===== config.mk =====
export PLATFORM = sky130hd
export DESIGN_NAME = rca_serial_addsub
export DESIGN_NICKNAME = d
export VERILOG_FILES = /design/src/rtl/rca_pkg.sv /design/src/rtl/rca_serial_addsub_digit.sv /design/src/rtl/rca_serial_addsub.sv
export SDC_FILE = /design/constraint.sdc
export NUM_CORES = 1
export LEC_CHECK = 0
export CAP_MARGIN = 5
export CORE_MARGIN = 4
export CORE_UTILIZATION = 51
export DETAILED_ROUTE_END_ITERATION = 8
export GPL_ROUTABILITY_DRIVEN = 1
export PLACE_DENSITY = 0.78
export SLEW_MARGIN = 20
export SYNTH_ARGS = -nofsm -noshare
export SYNTH_HDL_FRONTEND = slang
export SYNTH_SLANG_ARGS = --single-unit
export TNS_END_PERCENT = 20

===== constraint.sdc =====
create_clock -name clk -period 1.9 [get_ports clk]
set_input_delay 0.475 -clock clk [delete_from_list [all_inputs] [get_ports clk]]
set_output_delay 0.475 -clock clk [all_outputs]
set_load 0.03 [all_outputs]

===== src/rtl/rca_pkg.sv =====
// Shared types and sizing helpers for the digit-serial adder/subtractor.
package rca_pkg;

  typedef enum logic {
    IDLE = 1'b0,
    RUN  = 1'b1
  } state_t;

  function automatic int digits(int n, int k);
    return n / k;
  endfunction

  function automatic int cnt_w(int n, int k);
    return $clog2(n / k + 1);
  endfunction

endpackage


===== src/rtl/rca_serial_addsub_digit.sv =====
// K-bit combinational ripple stage; also exposes the carry into its MSB.
module rca_digit #(
  parameter int K = 1
) (
  input  logic [K-1:0] a,
  input  logic [K-1:0] b,
  input  logic         cin,
  output logic [K-1:0] s,
  output logic         cout,
  output logic         c_msb_in
);

  always_comb begin
    logic cr;
    cr       = cin;
    s        = '0;
    c_msb_in = 1'b0;
    for (int i = 0; i < K; i++) begin
      if (i == K - 1) c_msb_in = cr;
      s[i] = a[i] ^ b[i] ^ cr;
      cr   = (a[i] & b[i]) | (cr & (a[i] ^ b[i]));
    end
    cout = cr;
  end

endmodule


===== src/rtl/rca_serial_addsub.sv =====
// Digit-serial N-bit add/sub, K bits per clock, start/done handshake.
// Optional saturation on signed overflow: define RCA_SERIAL_SAT_EN.
module rca_serial_addsub
  import rca_pkg::*;
#(
  parameter int N = 8,
  parameter int K = 1
) (
  input  logic         clk,
  input  logic         rst_n,
  input  logic         start,
  input  logic         sub,
  input  logic [N-1:0] A,
  input  logic [N-1:0] B,
  output logic         busy,
  output logic         done,
  output logic [N-1:0] S,
  output logic         Cout,
  output logic         Ovf
);

  localparam int D  = digits(N, K);
  localparam int CW = cnt_w(N, K);

  generate
    if (N < 2 || K < 1 || K > N || (N % K) != 0) begin : g_bad
      $error("rca_serial_addsub: illegal N/K");
    end
  endgenerate

  state_t         state;
  state_t         state_nx;
  logic [N-1:0]   a_sh;
  logic [N-1:0]   b_sh;
  logic [N-1:0]   r_sh;
  logic           carry;
  logic [CW-1:0]  cnt;

  logic [K-1:0]   dsum;
  logic           dcout;
  logic           dcmsb;
  logic           last;
  logic [N-1:0]   r_nx;
  logic [N-1:0]   s_fin;
  logic           ovf_nx;

  rca_digit #(
    .K(K)
  ) u_digit (
    .a        (a_sh[K-1:0]),
    .b        (b_sh[K-1:0]),
    .cin      (carry),
    .s        (dsum),
    .cout     (dcout),
    .c_msb_in (dcmsb)
  );

  assign last   = (cnt == CW'(D - 1));
  assign ovf_nx = dcmsb ^ dcout;

  generate
    if (K == N) begin : g_one
      assign r_nx = dsum;
    end else begin : g_many
      assign r_nx = {dsum, r_sh[N-1:K]};
    end
  endgenerate

`ifdef RCA_SERIAL_SAT_EN
  logic a_sign;
  always_comb begin
    s_fin = r_nx;
    if (ovf_nx)
      s_fin = a_sign ? {1'b1, {(N-1){1'b0}}}
                     : {1'b0, {(N-1){1'b1}}};
  end
`else
  assign s_fin = r_nx;
`endif

  always_ff @(posedge clk or negedge rst_n) begin
    if (!rst_n) state <= IDLE;
    else        state <= state_nx;
  end

  always_comb begin
    state_nx = state;
    unique case (1'b1)
      (state == IDLE): if (start) state_nx = RUN;
      (state == RUN):  if (last)  state_nx = IDLE;
      default:         state_nx = IDLE;
    endcase
  end

  always_comb begin
    busy = (state == RUN);
  end

  always_ff @(posedge clk or negedge rst_n) begin
    if (!rst_n) begin
      a_sh  <= '0;
      b_sh  <= '0;
      r_sh  <= '0;
      carry <= 1'b0;
      cnt   <= '0;
      done  <= 1'b0;
      S     <= '0;
      Cout  <= 1'b0;
      Ovf   <= 1'b0;
`ifdef RCA_SERIAL_SAT_EN
      a_sign <= 1'b0;
`endif
    end else begin
      done <= 1'b0;
      if (state == IDLE) begin
        if (start) begin
          a_sh  <= A;
          b_sh  <= sub ? ~B : B;
          carry <= sub;
          cnt   <= '0;
`ifdef RCA_SERIAL_SAT_EN
          a_sign <= A[N-1];
`endif
        end
      end else begin
        a_sh  <= a_sh >> K;
        b_sh  <= b_sh >> K;
        r_sh  <= r_nx;
        carry <= dcout;
        cnt   <= cnt + 1'b1;
        if (last) begin
          S    <= s_fin;
          Cout <= dcout;
          Ovf  <= ovf_nx;
          done <= 1'b1;
        end
      end
    end
  end

endmodule

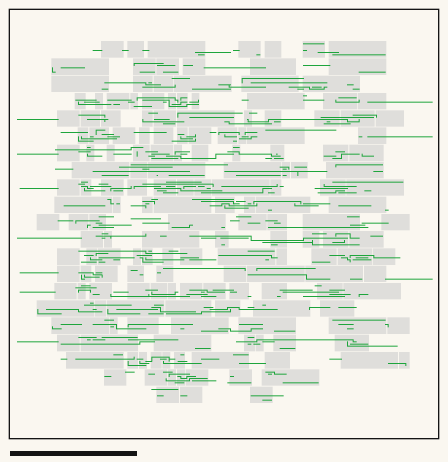
(images/m1.png)
Scale bar: 20 um. Cells faint in the background.
longest straight run	16.1 um
share of all routed wire	45%
nets with wire on the layer	180
wire length on this layer	1380 um
main direction	horizontal
total wire length: 3053 um
number of vias in the routed layout: 1136
grt met1 use: 0.2071

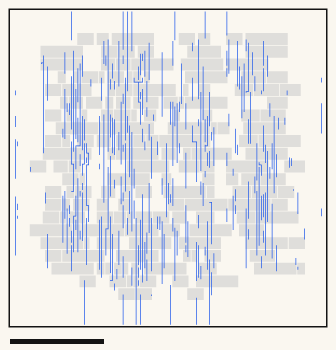
(images/m2.png)
Scale bar: 20 um. Cells faint in the background.
main direction	vertical
wire length on this layer	1530 um
nets with wire on the layer	168
longest straight run	23.8 um
routing usage on met2: 0.2613

==> results.toml <==
# flow metrics
[run_status]
status = "complete, no violations"

[layout]
inverters = 1
final_common_cell = "dfrtp_1"
drive_gt1_frac = 0.1899
seqCellArea_um2 = 1001
sh_comb_area = 0.3307
area_share_nonclk_buffers = 0.1684
area_growth_pct = 24.69
comb_cells = 92
nClkBuffers = 6
design_area_um2 = 2243
final_cell_mix = "40 x dfrtp_1, 25 x clkdlybuf4s50_1, 17 x nand2_1, 17 x o21ai_0, 17 x mux2i_1"
clk_share = 0.02733
buffers = 38
num_antenna_cells = 0
mi_logic_area_um2 = 742.0
finalNetCount = 200

[power_and_ir_drop]
p_leak_uw = 0.001122
power.density_nw_per_um2 = 1437
worst_ir_drop_vdd_v = 0.0006870

[placement]
placed_area_um2 = 2172
place_ws_ns = 0.2785
io_buffers = 31
post-dp-hpwl_um = 2282
finalWeightedCongestion = 0.7279

[timing]
whs_ns = 0.01599
min_period_ns = 1.842
period_used_share = 0.9695
rsz0062_at_grt = "false"
slew_viol_final = 0
max_slew_margin = 0.7200
skew_ns = 0.006960
finalHoldViolations = 0
setup_ws_ns = 0.05797
final-setup-viol-count = 0
fin_setup_tns_ns = 0
fmax_mhz = 542.9

[clock_network]
htree_levels = 2
cts_buffers = 5
cts_tree = "yes"
root_buffer = "clkbuf_4"
ctsResizeCount = 0
ctsHoldBuffers = 0
clock-sinks = 40
post_cts_buffers = 0
clock_tree.buffer_depth = 2
clkTransAtPathRegs_ns = 0.11
clk_latency_ns = 0.33

[floorplanning]
die_area_um2 = 4542
die_h_um = 67.40
rows = 21
die_w_um = 67.40
floorplan.core_util = 0.5350
tap_cells = 46
io_pins = 32

[worst_setup_path]
crit_type = "flop to primary output"
path_cells = "clkdlybuf4s50_1"
r2r-start = "busy"
crit_path_start_kind = "flop"
crit_fanout = 2
reg2reg_depth = 2
rr_endpoint = "S[4]"
endpoint = "S[5]"
crit_family = "buffers and inverters"
r2r_setup_slack_ns = 0.46
required_ns = 1.42
arrival_ns = 1.37
cp_slowest_cell = "clkdlybuf4s50_1"
cp.buffers_inverters = 1
cp.depth = 1
cp-startpoint = "S[5]"
max_stage_delay_ns = 0.67

[logic_synthesis]
floorplan.nets = 164
synth-edff-count = 0
synth.cell_area_um2 = 1799
yosys_warnings = 0
synth-async-reset-ratio = 1.000
ys.flops = 40
top_area_cell = "dfrtp_1"
flop_cell = "dfrtp_1"
syn_area_per_cell_um2 = 12.67
synth_top_cell_by_count = "dfrtp_1"
synthTopCellsByCount = "40 x dfrtp_1, 17 x mux2i_1, 17 x nand2_1, 17 x o21ai_0, 9 x mux2_2"
synth.distinct_cells = 23
syn_inst = 142
ys_cells = 142
top_cell_area_share = 0.5563
top_cells_by_area = "dfrtp_1 56%, mux2i_1 9.5%, mux2_4 5.8%, mux2_2 5.6%, o21ai_0 4.7%"

[global_routing]
overflow = 0
grt_max_degree = 28
grt_pass1_vias = 1246
gr-max-usage-layer = "met2"
antenna_found_initial = 0

[route]
routed.top_layer = "met4"
dr_wl_met3_um = 107
vias_per_cell = 5.049
met2_length_um = 1528
drtAntennaViolNets = 0
remaining_drc_errors = 0
wire_per_inst_um = 13.57
drtIter0Drc = 31
drt_pre_antenna_iters = 2
wl_met1_um = 1384

[run]
warnings = 26
maxCapViolCount = 0

[hold_path]
hold_class = "primary input to async pin"
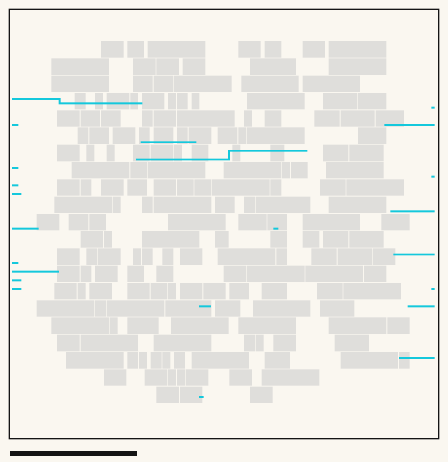
(images/m3.png)
Scale bar: 20 um. Cells faint in the background.
wire length on this layer	107 um
nets with wire on the layer	20

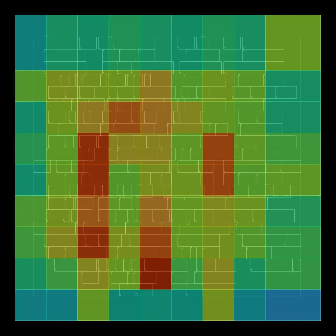
(images/congestion_map.png)
met3 usage: 0.04326
GR Util All Layers: 0.1612

[metrics by stage]
stage / instances / total power, uW / util
after CTS: 225 / 3276 / 0.6641
after global routing: 225 / 3485 / 0.6670
final: 225 / 3224 / 0.6670
after global placement: 217 / 2764 / 0.6458
after floorplan: 142 / 2380 / -
after detailed placement: 217 / 2840 / 0.6458
[cells by family after synthesis]
group / after synthesis / share of synthesized area
xor+xnor: 11 / 0.05355
mux: 33 / 0.2093
fa+ha+maj: 2 / 0.01808
compound gates: 20 / 0.06050
simple gates: 26 / 0.07092
flops: 40 / 0.5563
buf+inv: 10 / 0.03129
[report_power, final]
part / internal (uW) / leakage (uW) / total, uW / switching, uW
clock network: 176 / 0.0000380 / 435 / 259
logic: 701 / 0.000566 / 1340 / 635
registers: 1200 / 0.000518 / 1450 / 255
Power is estimated from default activity; no workload was simulated.
